## config.mk

```make
export PLATFORM = sky130hd
export DESIGN_NAME = dtw_traceback_unit
export DESIGN_NICKNAME = d
export VERILOG_FILES = /design/src/rtl/dtw_pkg.sv /design/src/rtl/dtw_tb_pathmem.sv /design/src/rtl/dtw_traceback_unit.sv
export SDC_FILE = /design/constraint.sdc
export NUM_CORES = 2
export LEC_CHECK = 0
export CAP_MARGIN = 30
export CORE_ASPECT_RATIO = 0.9
export CORE_MARGIN = 4
export CORE_UTILIZATION = 50
export DETAILED_ROUTE_END_ITERATION = 16
export HOLD_SLACK_MARGIN = 0.08
export PLACE_DENSITY = 0.68
export SLEW_MARGIN = 0
export SYNTH_ARGS = -nofsm -noshare
export SYNTH_HDL_FRONTEND = slang
export SYNTH_HIERARCHICAL = 1
export SYNTH_SLANG_ARGS = --single-unit
export TNS_END_PERCENT = 20
```

## constraint.sdc

```tcl
create_clock -name clk -period 72.1 [get_ports clk]
set_clock_uncertainty 0.2 [all_clocks]
set_input_delay 14.42 -clock clk [delete_from_list [all_inputs] [get_ports clk]]
set_output_delay 14.42 -clock clk [all_outputs]
set_load 0.005 [all_outputs]
```

## src/rtl/dtw_pkg.sv

```systemverilog
// Shared definitions for the DTW traceback engine: direction codes and
// traceback state encoding.
package dtw_pkg;

    // Direction codes written by the forward DTW array, one per grid cell.
    localparam logic [1:0] PATH0    = 2'b11;  // diagonal predecessor (i-1, j-1)
    localparam logic [1:0] PATH1    = 2'b10;  // upper predecessor    (i-1, j)
    localparam logic [1:0] PATH2    = 2'b01;  // left predecessor     (i, j-1)
    localparam logic [1:0] PATH_RST = 2'b00;  // no predecessor recorded

    typedef enum logic [1:0] {
        IDLE  = 2'd0,
        TRACE = 2'd1,
        DONE  = 2'd2
    } tb_state_e;

endpackage

```

## src/rtl/dtw_tb_pathmem.sv

```systemverilog
// Direction-code grid: TLEN x RLEN cells of 2 bits, synchronous write,
// asynchronous clear on rst, combinational read at the traceback cursor.
module dtw_tb_pathmem
    import dtw_pkg::*;
#(
    parameter int TLEN = 32,
    parameter int RLEN = 32,
    parameter int TW   = $clog2(TLEN),
    parameter int RW   = $clog2(RLEN)
) (
    input  logic          clk,
    input  logic          rst,
    input  logic          wr_en_i,
    input  logic [TW-1:0] wr_t_i,
    input  logic [RW-1:0] wr_r_i,
    input  logic [1:0]    wr_code_i,
    input  logic [TW-1:0] rd_t_i,
    input  logic [RW-1:0] rd_r_i,
    output logic [1:0]    rd_code_o
);

    logic [1:0] grid_q [TLEN][RLEN];
    logic       wr_in_range;
    logic       rd_in_range;

    assign wr_in_range = (int'(wr_t_i) < TLEN) && (int'(wr_r_i) < RLEN);
    assign rd_in_range = (int'(rd_t_i) < TLEN) && (int'(rd_r_i) < RLEN);

    // Grid storage: cleared on reset, one in-range cell written per cycle.
    always_ff @(posedge clk or posedge rst) begin
        if (rst) begin
            for (int unsigned t = 0; t < TLEN; t++) begin
                for (int unsigned r = 0; r < RLEN; r++) begin
                    grid_q[t][r] <= PATH_RST;
                end
            end
        end else if (wr_en_i && wr_in_range) begin
            grid_q[wr_t_i][wr_r_i] <= wr_code_i;
        end
    end

    // Combinational read of the cell under the cursor.
    always_comb begin
        rd_code_o = PATH_RST;
        if (rd_in_range) begin
            rd_code_o = grid_q[rd_t_i][rd_r_i];
        end
    end

endmodule

```

## src/rtl/dtw_traceback_unit.sv

```systemverilog
// DTW path-traceback engine. Holds the full direction-code grid and, on
// i_start, walks from (TLEN-1, RLEN-1) back to (0,0), streaming each visited
// cell over a valid/ready handshake.
// Optional illegal-code detection is compiled in with DTW_TB_ERRCHK_EN.
module dtw_traceback_unit
    import dtw_pkg::*;
#(
    parameter int TLEN = 32,
    parameter int RLEN = 32,
    parameter int TW   = $clog2(TLEN),
    parameter int RW   = $clog2(RLEN),
    parameter int LW   = $clog2(TLEN + RLEN)
) (
    input  logic          clk,
    input  logic          rst,
    input  logic          i_wr_en,
    input  logic [TW-1:0] i_tindex,
    input  logic [RW-1:0] i_rindex,
    input  logic [1:0]    i_path,
    input  logic          i_start,
    output logic          o_busy,
    output logic          o_valid,
    input  logic          i_ready,
    output logic [TW-1:0] o_tindex,
    output logic [RW-1:0] o_rindex,
    output logic          o_last,
    output logic          o_done,
    output logic [LW-1:0] o_len,
    output logic          o_err
);

    tb_state_e     state_q, state_d;
    logic [TW-1:0] cur_t_q, cur_t_d;
    logic [RW-1:0] cur_r_q, cur_r_d;
    logic [LW-1:0] len_q, len_d;
    logic [1:0]    code;
    logic          at_origin;
    logic          last_cell;
`ifdef DTW_TB_ERRCHK_EN
    logic          err_q, err_d;
    logic          illegal;
`endif

    dtw_tb_pathmem #(
        .TLEN (TLEN),
        .RLEN (RLEN),
        .TW   (TW),
        .RW   (RW)
    ) u_pathmem (
        .clk       (clk),
        .rst       (rst),
        .wr_en_i   (i_wr_en && (state_q == IDLE)),
        .wr_t_i    (i_tindex),
        .wr_r_i    (i_rindex),
        .wr_code_i (i_path),
        .rd_t_i    (cur_t_q),
        .rd_r_i    (cur_r_q),
        .rd_code_o (code)
    );

    assign at_origin = (cur_t_q == '0) && (cur_r_q == '0);

`ifdef DTW_TB_ERRCHK_EN
    // A code is illegal if it is missing off-origin, or points outside the grid.
    assign illegal = ((code == PATH_RST) && !at_origin)
                   || ((cur_t_q == '0) && code[1])
                   || ((cur_r_q == '0) && code[0]);
    assign last_cell = at_origin || illegal;
`else
    assign last_cell = at_origin;
`endif

    // State, cursor, length and error registers.
    always_ff @(posedge clk or posedge rst) begin
        if (rst) begin
            state_q <= IDLE;
            cur_t_q <= '0;
            cur_r_q <= '0;
            len_q   <= '0;
`ifdef DTW_TB_ERRCHK_EN
            err_q   <= 1'b0;
`endif
        end else begin
            state_q <= state_d;
            cur_t_q <= cur_t_d;
            cur_r_q <= cur_r_d;
            len_q   <= len_d;
`ifdef DTW_TB_ERRCHK_EN
            err_q   <= err_d;
`endif
        end
    end

    // Next-state, cursor stepping and beat accounting.
    always_comb begin
        state_d = state_q;
        cur_t_d = cur_t_q;
        cur_r_d = cur_r_q;
        len_d   = len_q;
`ifdef DTW_TB_ERRCHK_EN
        err_d   = err_q;
`endif
        unique case (state_q)
            IDLE: begin
                if (i_start) begin
                    state_d = TRACE;
                    cur_t_d = TW'(TLEN - 1);
                    cur_r_d = RW'(RLEN - 1);
                    len_d   = '0;
`ifdef DTW_TB_ERRCHK_EN
                    err_d   = 1'b0;
`endif
                end
            end
            TRACE: begin
                if (i_ready) begin
                    len_d = len_q + 1'b1;
                    if (last_cell) begin
                        state_d = DONE;
`ifdef DTW_TB_ERRCHK_EN
                        err_d   = err_q | illegal;
`endif
                    end else if (cur_t_q == '0) begin
                        cur_r_d = cur_r_q - 1'b1;
                    end else if (cur_r_q == '0) begin
                        cur_t_d = cur_t_q - 1'b1;
                    end else begin
                        case (code)
                            PATH1: cur_t_d = cur_t_q - 1'b1;
                            PATH2: cur_r_d = cur_r_q - 1'b1;
                            PATH0, PATH_RST: begin
                                cur_t_d = cur_t_q - 1'b1;
                                cur_r_d = cur_r_q - 1'b1;
                            end
                        endcase
                    end
                end
            end
            DONE: state_d = IDLE;
            default: state_d = IDLE;
        endcase
    end

    assign o_busy   = (state_q != IDLE);
    assign o_valid  = (state_q == TRACE);
    assign o_tindex = cur_t_q;
    assign o_rindex = cur_r_q;
    assign o_last   = o_valid && last_cell;
    assign o_done   = (state_q == DONE);
    assign o_len    = len_q;
`ifdef DTW_TB_ERRCHK_EN
    assign o_err    = err_q;
`else
    assign o_err    = 1'b0;
`endif

endmodule
```

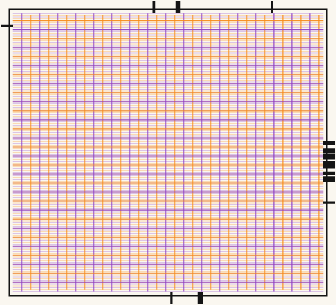
power_grid.png
Pins as bars on the die edge.
[VSS] purple
[VDD] orange
met5 straps: 30
met1 rails: 155
signal pins: 38
met4 straps: 34
rows: 154

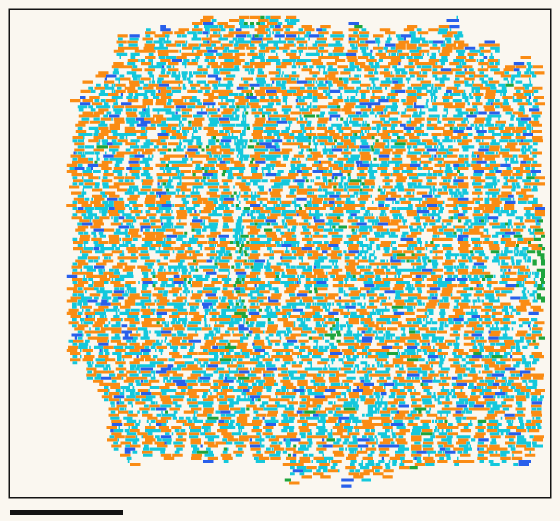
placement_by_type.png
Bar = 100 um.
[sequential cells] orange | cells: 2066
[remaining buffers and delay cells] green | cells: 217
[combinational and other logic] cyan | cells: 4549
[clock drivers and dummy loads] blue | cells: 382
floorplan row count: 154
Layout Utilization: 55.4%
flip-flop and latch share of the layout cell area: 47.7%
core footprint: 196000 um2

==> commit_impl_results.txt <==
Record implementation results from latest flow run

* Result of the run: complete, no violations
- The final layout reports a setup TNS of 0 ns.
- Top logic cell family in the synthesized netlist: multiplexers
* Clock Latency Late Sink: 0.86 ns
- The worst-case IR drop observed on VDD is between 0.03 and 0.04 mV.
* Switching power of the nets: slightly above 0.9 mW
- Worst reg2reg endpoint: o_tindex[1]$_DFFE_PP0P_
- On met2, the global router reports a usage of 42.7%.
- Synth Area in Compound Gates: 2.60%
* Met1 layer wirelength in the final routing: 117000 um
- Number of logic inverters in the finished layout: 16
* Cell total after placement: 9401
- The final timing report counts setup violations totalling 0.
- Xor-xnor portion of the synthesized cell area: less than 1%
- For this run the aggregate overflow at the end of global routing stands at 0.
- Number of H-tree levels: 4
* Most used routing layer in global routing: met2
* Number of clock buffer instances in the layout: 321
* Fillers: 15600
- After detailed placement, the total cell area comes to 101000 um2.
- For this run, the leading register cell type out of synthesis is dfrtp_1.
- Once routing completed, OpenROAD measured the worst setup slack at 52.85 ns.
- Distinct cells, synth: approximately 75
- Number of cells on the critical path: 9
- Peak fanout along the critical path: approximately 170
- Total combinational power: around 0.65 mW
- Counting endpoints that fail hold in the final report gives 0.
* Number of synthesis warnings: 6
- Area fraction in mux cells: 36.0%
* First-pass GRT wire length: 424000 um
* Final Max Slew Viols: 0
* Num ports: 38
- With fillers left out, the area of the finished cells amounts to between 100000 and 150000 um2.
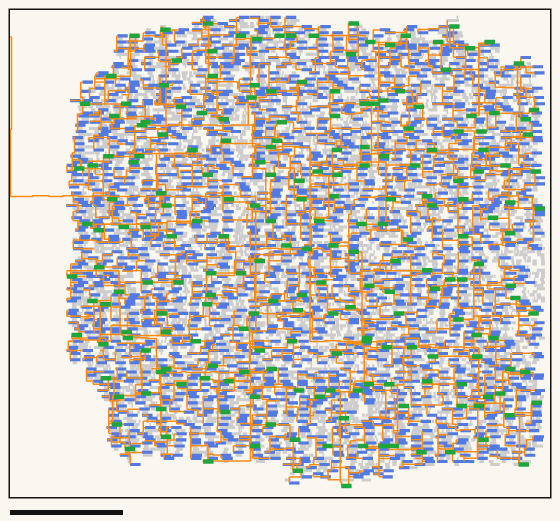
clk_routes.png
Bar = 100 um.
[clock wires] orange | length: 24.6 mm
[flip-flops] blue | count: 2066
[clock drivers] green | count: 212
routed clock nets: 213

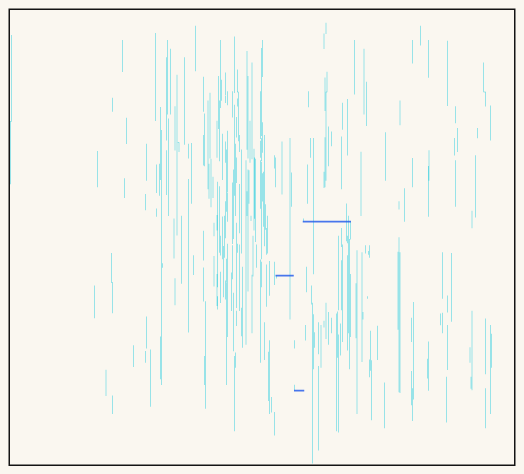
wires.png
Two of the layers only.
[metal 4] cyan | wire length: 11800 um
[metal 5] blue | wire length: 68.1 um
via count of the routed design: 62100
detail-routed net length per standard cell: 28.8 um
all-layer global routing usage: 27.3%
overall routed net length: 282000 um

-- registers in the layout, summed over array words and instances (netlist names) --
| name | cells |
|---|---|
| o_len | 6 |
| u_pathmem/grid_q | 2048 |
| state_q | 2 |
| o_tindex | 5 |
| o_rindex | 5 |
-- synth_stat cells, drive strengths merged, types with 5 or more instances --
master      n
a2111oi     7
nand2b     13
a211oi      8
inv        16
nor2      689
a21oi      77
a31oi      10
nor2b      14
nor3b       6
o21ai      38
o211ai      8
mux2i     223
dfrtp    2066
nand2     587
mux2     2050
buf       154
mux4      451
and3        5
a22oi      43
and3b       5
o221ai     89
and2       13
a21o        5
nor3       48
a211o       5
o22ai      51
clkbuf    447
nor4        6
nand3      17
or2         7
No activity file was given, so power comes from the tool's default toggle rates.
